## src/rtl/disp_cmd_scan_if.sv

```systemverilog
// Byte-in / display-out bundle of the command-driven display scanner.
// The UART side (master) drives the byte strobe; the scanner (slave) drives
// the shared BCD bus, digit selects and the parser status pulses.
interface disp_cmd_scan_if #(
    parameter int NUM_DIGITS = 4
);
    logic [7:0]            rx_byte;
    logic                  rx_done;
    logic [3:0]            bcd_out;
    logic                  blank;
    logic [NUM_DIGITS-1:0] digit_en;
    logic                  frame_ok;
    logic                  cmd_err;
    logic                  busy;

    modport master (
        output rx_byte, rx_done,
        input  bcd_out, blank, digit_en, frame_ok, cmd_err, busy
    );

    modport slave (
        input  rx_byte, rx_done,
        output bcd_out, blank, digit_en, frame_ok, cmd_err, busy
    );
endinterface

```

## src/rtl/disp_cmd_scan.sv

```systemverilog
// Command-driven multiplexed 7-segment controller.
// A framed ASCII parser ("D" + NUM_DIGITS chars + CR/LF, or "C") fills a
// shadow buffer that is committed to the display buffer in a single cycle.
// Independently, a scan scheduler time-shares one BCD bus over all digits,
// with a short dead time at the start of each slot against ghosting.
module disp_cmd_scan #(
    parameter int NUM_DIGITS   = 4,
    parameter int SCAN_DIV     = 1000,
    parameter int DEAD_CLKS    = 2,
    parameter int TIMEOUT_CLKS = 100000
) (
    input  logic           clk,
    input  logic           rst,
    disp_cmd_scan_if.slave bus
);
    localparam int KW = $clog2(NUM_DIGITS + 1);
    localparam int IW = $clog2(NUM_DIGITS);
    localparam int PW = $clog2(SCAN_DIV);
    localparam int TW = $clog2(TIMEOUT_CLKS);

    localparam logic [7:0] CH_D  = 8'h44;
    localparam logic [7:0] CH_C  = 8'h43;
    localparam logic [7:0] CH_SP = 8'h20;
    localparam logic [7:0] CH_CR = 8'h0D;
    localparam logic [7:0] CH_LF = 8'h0A;

    typedef enum logic [1:0] {IDLE, DIGITS, WAIT_END} state_t;

    state_t                     state, state_nxt;
    logic [KW-1:0]              k, k_nxt;
    logic [TW-1:0]              tmo_cnt;
    logic                       tmo_hit;
    logic [NUM_DIGITS-1:0][3:0] disp_val, shad_val;
    logic [NUM_DIGITS-1:0]      disp_blank, shad_blank;
    logic                       preload, store, commit, clear_all;
    logic                       ok_nxt, err_nxt, frame_ok, cmd_err;
    logic                       is_digit, is_space, is_term;
    logic [IW-1:0]              wr_idx;
    logic [PW-1:0]              presc;
    logic [IW-1:0]              scan_idx, scan_idx_nxt;
    logic [3:0]                 bcd_q;
    logic                       blank_q;
    logic [NUM_DIGITS-1:0]      digit_en;

    assign is_digit = (bus.rx_byte >= 8'h30) && (bus.rx_byte <= 8'h39);
    assign is_space = (bus.rx_byte == CH_SP);
    assign is_term  = (bus.rx_byte == CH_CR) || (bus.rx_byte == CH_LF);
    // First character of a frame lands in the leftmost digit.
    assign wr_idx   = IW'(NUM_DIGITS - 1) - k[IW-1:0];
    // Fires on the edge where the idle counter would reach TIMEOUT_CLKS-1.
    assign tmo_hit  = (tmo_cnt == TW'(TIMEOUT_CLKS - 2));

    // Parser next-state and action decode; a byte strobe beats a timeout.
    always_comb begin
        state_nxt = state;
        k_nxt     = k;
        preload   = 1'b0;
        store     = 1'b0;
        commit    = 1'b0;
        clear_all = 1'b0;
        ok_nxt    = 1'b0;
        err_nxt   = 1'b0;
        case (state)
            IDLE: begin
                if (bus.rx_done && bus.rx_byte == CH_D) begin
                    state_nxt = DIGITS;
                    k_nxt     = '0;
                    preload   = 1'b1;
                end else if (bus.rx_done && bus.rx_byte == CH_C) begin
                    clear_all = 1'b1;
                    ok_nxt    = 1'b1;
                end
            end
            DIGITS: begin
                if (bus.rx_done) begin
                    if (is_digit || is_space) begin
                        store = 1'b1;
                        k_nxt = k + KW'(1);
                        if (k == KW'(NUM_DIGITS - 1)) state_nxt = WAIT_END;
                    end else begin
                        err_nxt   = 1'b1;
                        state_nxt = IDLE;
                    end
                end else if (tmo_hit) begin
                    err_nxt   = 1'b1;
                    state_nxt = IDLE;
                end
            end
            WAIT_END: begin
                if (bus.rx_done) begin
                    if (is_term) begin
                        commit = 1'b1;
                        ok_nxt = 1'b1;
                    end else begin
                        err_nxt = 1'b1;
                    end
                    state_nxt = IDLE;
                end else if (tmo_hit) begin
                    err_nxt   = 1'b1;
                    state_nxt = IDLE;
                end
            end
            default: state_nxt = IDLE;
        endcase
    end

    // Parser state register and registered status pulses.
    always_ff @(posedge clk or posedge rst) begin
        if (rst) begin
            state    <= IDLE;
            k        <= '0;
            frame_ok <= 1'b0;
            cmd_err  <= 1'b0;
        end else begin
            state    <= state_nxt;
            k        <= k_nxt;
            frame_ok <= ok_nxt;
            cmd_err  <= err_nxt;
        end
    end

    // Inter-byte idle timer, live only inside a frame.
    always_ff @(posedge clk or posedge rst) begin
        if (rst) begin
            tmo_cnt <= '0;
        end else if (state == IDLE || bus.rx_done || tmo_hit) begin
            tmo_cnt <= '0;
        end else begin
            tmo_cnt <= tmo_cnt + TW'(1);
        end
    end

    // Shadow fill and atomic commit; an abandoned shadow is simply
    // overwritten by the preload of the next frame.
    always_ff @(posedge clk or posedge rst) begin
        if (rst) begin
            shad_val   <= '0;
            shad_blank <= '0;
            disp_val   <= '0;
            disp_blank <= '0;
        end else begin
            if (preload) begin
                shad_val   <= disp_val;
                shad_blank <= disp_blank;
            end else if (store) begin
                // Low nibble of an ASCII digit is its value.
                shad_val[wr_idx]   <= is_space ? 4'd0 : bus.rx_byte[3:0];
                shad_blank[wr_idx] <= is_space;
            end
            if (commit) begin
                disp_val   <= shad_val;
                disp_blank <= shad_blank;
            end else if (clear_all) begin
                disp_blank <= '1;
            end
        end
    end

    assign scan_idx_nxt = (scan_idx == IW'(NUM_DIGITS - 1)) ? '0 : scan_idx + IW'(1);

    // Slot scheduler; the bus value is latched once per slot so a commit
    // landing mid-slot never tears the digit being shown.
    always_ff @(posedge clk or posedge rst) begin
        if (rst) begin
            presc    <= '0;
            scan_idx <= '0;
            bcd_q    <= '0;
            blank_q  <= 1'b0;
        end else if (presc == PW'(SCAN_DIV - 1)) begin
            presc    <= '0;
            scan_idx <= scan_idx_nxt;
            bcd_q    <= disp_val[scan_idx_nxt];
            blank_q  <= disp_blank[scan_idx_nxt];
        end else begin
            presc <= presc + PW'(1);
        end
    end

    // Digit select, held dark for the first DEAD_CLKS clocks of each slot.
    always_comb begin
        digit_en = '0;
        if (presc >= PW'(DEAD_CLKS)) digit_en[scan_idx] = 1'b1;
    end

    assign bus.bcd_out  = bcd_q;
    assign bus.blank    = blank_q;
    assign bus.digit_en = digit_en;
    assign bus.frame_ok = frame_ok;
    assign bus.cmd_err  = cmd_err;
    assign bus.busy     = (state != IDLE);
endmodule
```

## src/flat_wrapper.sv

```systemverilog
// flat-port wrapper written by rule: the top's interface ports become plain ports
module disp_cmd_scan_flat 
#(
    parameter int NUM_DIGITS   = 4,
    parameter int SCAN_DIV     = 1000,
    parameter int DEAD_CLKS    = 2,
    parameter int TIMEOUT_CLKS = 100000
)
  (clk, rst, bus_rx_byte, bus_rx_done, bus_bcd_out, bus_blank, bus_digit_en, bus_frame_ok, bus_cmd_err, bus_busy);
  disp_cmd_scan_if #(.NUM_DIGITS(NUM_DIGITS)) bus_i ();
  input  logic clk;
  input  logic rst;
  input wire logic [$bits(bus_i.rx_byte)-1:0] bus_rx_byte;
  input wire logic [$bits(bus_i.rx_done)-1:0] bus_rx_done;
  output wire logic [$bits(bus_i.bcd_out)-1:0] bus_bcd_out;
  output wire logic [$bits(bus_i.blank)-1:0] bus_blank;
  output wire logic [$bits(bus_i.digit_en)-1:0] bus_digit_en;
  output wire logic [$bits(bus_i.frame_ok)-1:0] bus_frame_ok;
  output wire logic [$bits(bus_i.cmd_err)-1:0] bus_cmd_err;
  output wire logic [$bits(bus_i.busy)-1:0] bus_busy;
  assign bus_i.rx_byte = bus_rx_byte;
  assign bus_i.rx_done = bus_rx_done;
  assign bus_bcd_out = bus_i.bcd_out;
  assign bus_blank = bus_i.blank;
  assign bus_digit_en = bus_i.digit_en;
  assign bus_frame_ok = bus_i.frame_ok;
  assign bus_cmd_err = bus_i.cmd_err;
  assign bus_busy = bus_i.busy;
  disp_cmd_scan #(.NUM_DIGITS(NUM_DIGITS), .SCAN_DIV(SCAN_DIV), .DEAD_CLKS(DEAD_CLKS), .TIMEOUT_CLKS(TIMEOUT_CLKS)) u_core (.clk(clk), .rst(rst), .bus(bus_i));
endmodule
```

## config.mk

```make
export PLATFORM = sky130hd
export DESIGN_NAME = disp_cmd_scan_flat
export DESIGN_NICKNAME = d
export VERILOG_FILES = /design/src/rtl/disp_cmd_scan_if.sv /design/src/rtl/disp_cmd_scan.sv /design/src/flat_wrapper.sv
export SDC_FILE = /design/constraint.sdc
export NUM_CORES = 1
export LEC_CHECK = 0
export ABC_AREA = 1
export CAP_MARGIN = 20
export CORE_ASPECT_RATIO = 1.5
export CORE_MARGIN = 2
export CORE_UTILIZATION = 65
export CTS_CLUSTER_SIZE = 24
export DETAILED_ROUTE_END_ITERATION = 10
export GPL_TIMING_DRIVEN = 0
export PLACE_DENSITY = 0.89
export REMOVE_ABC_BUFFERS = 1
export SYNTH_ARGS = -nofsm -noshare
export SYNTH_HDL_FRONTEND = slang
export SYNTH_SLANG_ARGS = --single-unit
```

## constraint.sdc

```tcl
create_clock -name clk -period 5.7 [get_ports clk]
set_input_delay 0.855 -clock clk [delete_from_list [all_inputs] [get_ports clk]]
set_output_delay 0.855 -clock clk [all_outputs]
set_load 0.005 [all_outputs]
```

==> deck_impl_summary.md <==
Implementation Results

Outcome
  • Outcome: complete, no violations

Final timing
  • Max-Slew Margin vs Limit: 46.19%
  • RSZ-0062 raised after global routing: false
  • Setup_tns: 0 ps
  • Fin crit share: 57.01%
  • Peak Freq: 307.7 MHz
  • Fin worst setup slack: 2450 ps
  • Final Setup Violations: 0

Global route
  • First-pass GRT wire length: 17060 um
  • Pin count of the biggest net entering global routing: 61
  • Antenna violations before repair: 0

Synthesis
  • Unique masters post-synth: 41
  • Cells in synth_stat.txt: 589
  • Top-count cell post-synth: nand2_1
  • Cells after Synth: 589
  • Post-synthesis chip area from yosys: 0.004737 mm^2
  • Top cells by count: 141 x nand2_1, 81 x dfrtp_1, 75 x inv_1, 55 x nor2_1, 44 x nand3_1
  • Synth Seq Share: 42.79%
  • Top cell area share: 42.79%
  • Number of enable flip-flop cells: 0

Place
  • Dpl cell area: 0.004941 mm^2
  • Port bufs: 22

Die
  • IO Pins: 23
  • FP Rows: 38
  • Die span in x: 73.70 um

Setup path
  • Crit path DRT: 4850 ps
  • Crit path capture: bus_digit_en[2]
  • R2r startpoint: u_core.scan_idx[0]
  • Worst-path fanout max: 5
  • CP Buf/Inv Count: 2
  • CP Depth: 7
  • R2r setup slk: 3430 ps

Layout
  • Layout cells sized above 1: 11.78%
  • Most frequent logic cell in the layout: nand2_1
  • Fraction of area in registers: 39.46%
  • Layout clock area frac: 3.800%
  • Comb_multi_in: 409
  • Flop count: 81
  • Final instance area: 0.005136 mm^2

Power
  • Seq pwr share: 47.9%
  • Pwr dens: 257.5 mW/mm^2
  • Combinational power share: 20.1%
  • Clock share of power: 32.0%

Drt
  • Via count: 3973
  • Pre-Repair DR Iteration Count: 5
  • Vias per inst: 5.750
  • ANT nets after route: 0

Clock tree
  • Buffer depth of the longest clock path: 2
  • TritonCTS clock tree: yes
  • Clk_lat worst skew: 360 ps
  • Hold buffer count at CTS: 0
  • # clock sinks: 81
  • Number of CTS-inserted buffers: 9

Min path
  • Hold Crit Class: reg -> reg

Job
  • Max-Cap Viols: 0
## metal layers
layer	up-vias	global-route usage (%)	share of wire, %
met4	0	13.38	2.4
met3	33	4.939	5.1
met1	1878	32.31	39
met2	138	47.64	53
met5	-	0	0
li1	1924	-	-
## registers in the layout, summed over array words and instances (netlist names)
register and flops:
u_core.state 2, u_core.bus.blank 1, u_core.tmo_cnt 17, u_core.shad_blank 4, u_core.bus.cmd_err 1, u_core.presc 10
u_core.disp_blank 4, u_core.bus.frame_ok 1, u_core.disp_val 16, u_core.scan_idx 2, u_core.shad_val 16, u_core.bus.bcd_out 4
u_core.k 3
## power by group through the flow
stage          Combinational, mW  Clock [mW]  Sequential, mW
2_1_floorplan              0.187           0           0.638
3_5_place_dp               0.264           0           0.645
5_1_grt                    0.297       0.455           0.639
3_3_place_gp               0.247           0           0.643
6_report                   0.265       0.423           0.634
4_1_cts                    0.266       0.429           0.634
## worst min-delay path by stage
stage / start / end / slack (ps) / cells after the start
2_1_floorplan: u_core.k[2] / u_core.k[2] / 440 / 2
3_3_place_gp: u_core.shad_val[14] / u_core.disp_val[14] / 460 / 2
3_5_place_dp: u_core.shad_val[13] / u_core.disp_val[13] / 470 / 2
4_1_cts: u_core.tmo_cnt[0] / u_core.tmo_cnt[0] / 490 / 1
5_1_grt: u_core.tmo_cnt[0] / u_core.tmo_cnt[0] / 510 / 1
6_report: u_core.tmo_cnt[0] / u_core.tmo_cnt[0] / 490 / 1
## logic make-up (layout without fill, tap and decap cells)
group | count (synthesis) | count (layout) | synth area share (%)
buf+inv | 99 | 121 | 9.852
xor+xnor | 6 | 6 | 1.109
fa+ha+maj | 17 | 17 | 4.490
flops | 81 | 81 | 42.79
simple gates | 310 | 310 | 32.20
compound gates | 76 | 76 | 9.562
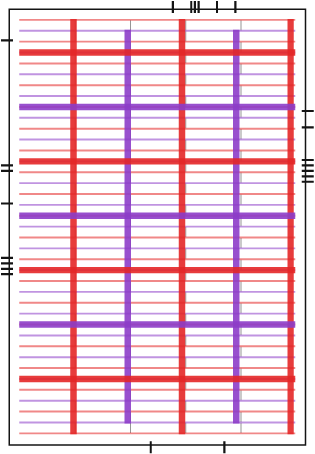
(power grid)
Scale: 4 px per um. Pins as bars on the die edge. Tap cells in grey.
| colour | net |
|---|---|
| red | VSS |
| purple | VDD |
rows: 38
met5 straps: 7
signal pins: 23
met1 rails: 39

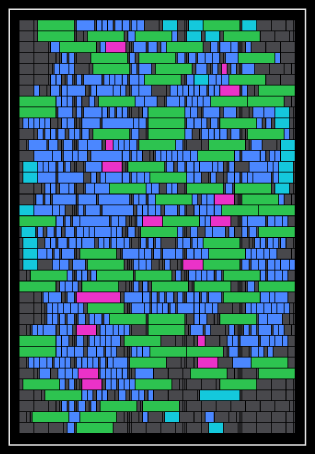
(placement by cell class)
Scale: 4 px per um. Fill, decap, tap and diode cells in grey.
| colour | class | cells |
|---|---|---|
| magenta | clock drivers and dummy loads | 15 |
| cyan | other buffers and delay cells | 23 |
| green | flops | 81 |
| blue | combinational and other logic | 492 |

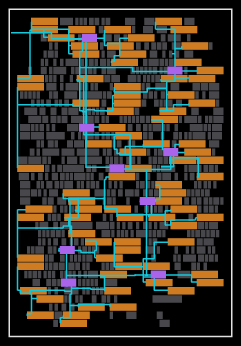
(routed clock nets over the placement)
Scale: 3 px per um.
[purple] clock drivers | count: 9
[cyan] clock wires | length: 989 um
[orange] flip-flops | count: 81
routed clock nets: 10
flops lie: all over the die

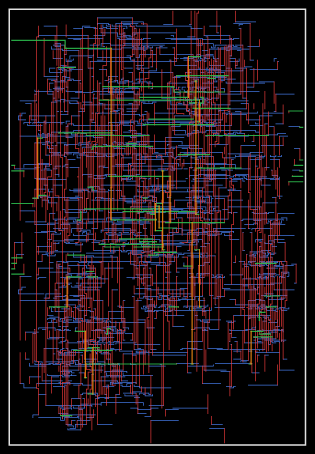
(wiring by layer)
Scale: 4 px per um.
| colour | layer | wire length |
|---|---|---|
| red | metal 2 | 5320 um |
| blue | metal 1 | 3920 um |
| orange | metal 4 | 239 um |
| green | metal 3 | 511 um |

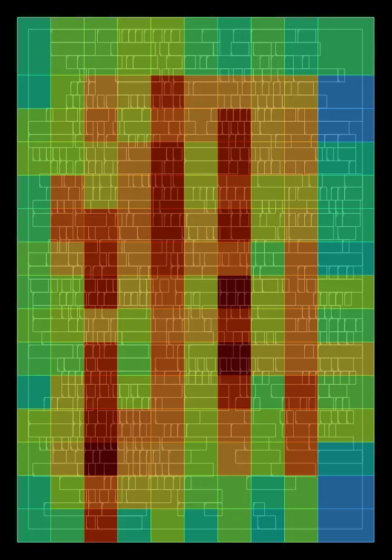
(routing congestion map)
fin util: 72.02%
WL/cell: 14.46 um
met1 GRT Util: 32.31%

Power and IR drop assume default switching activity.
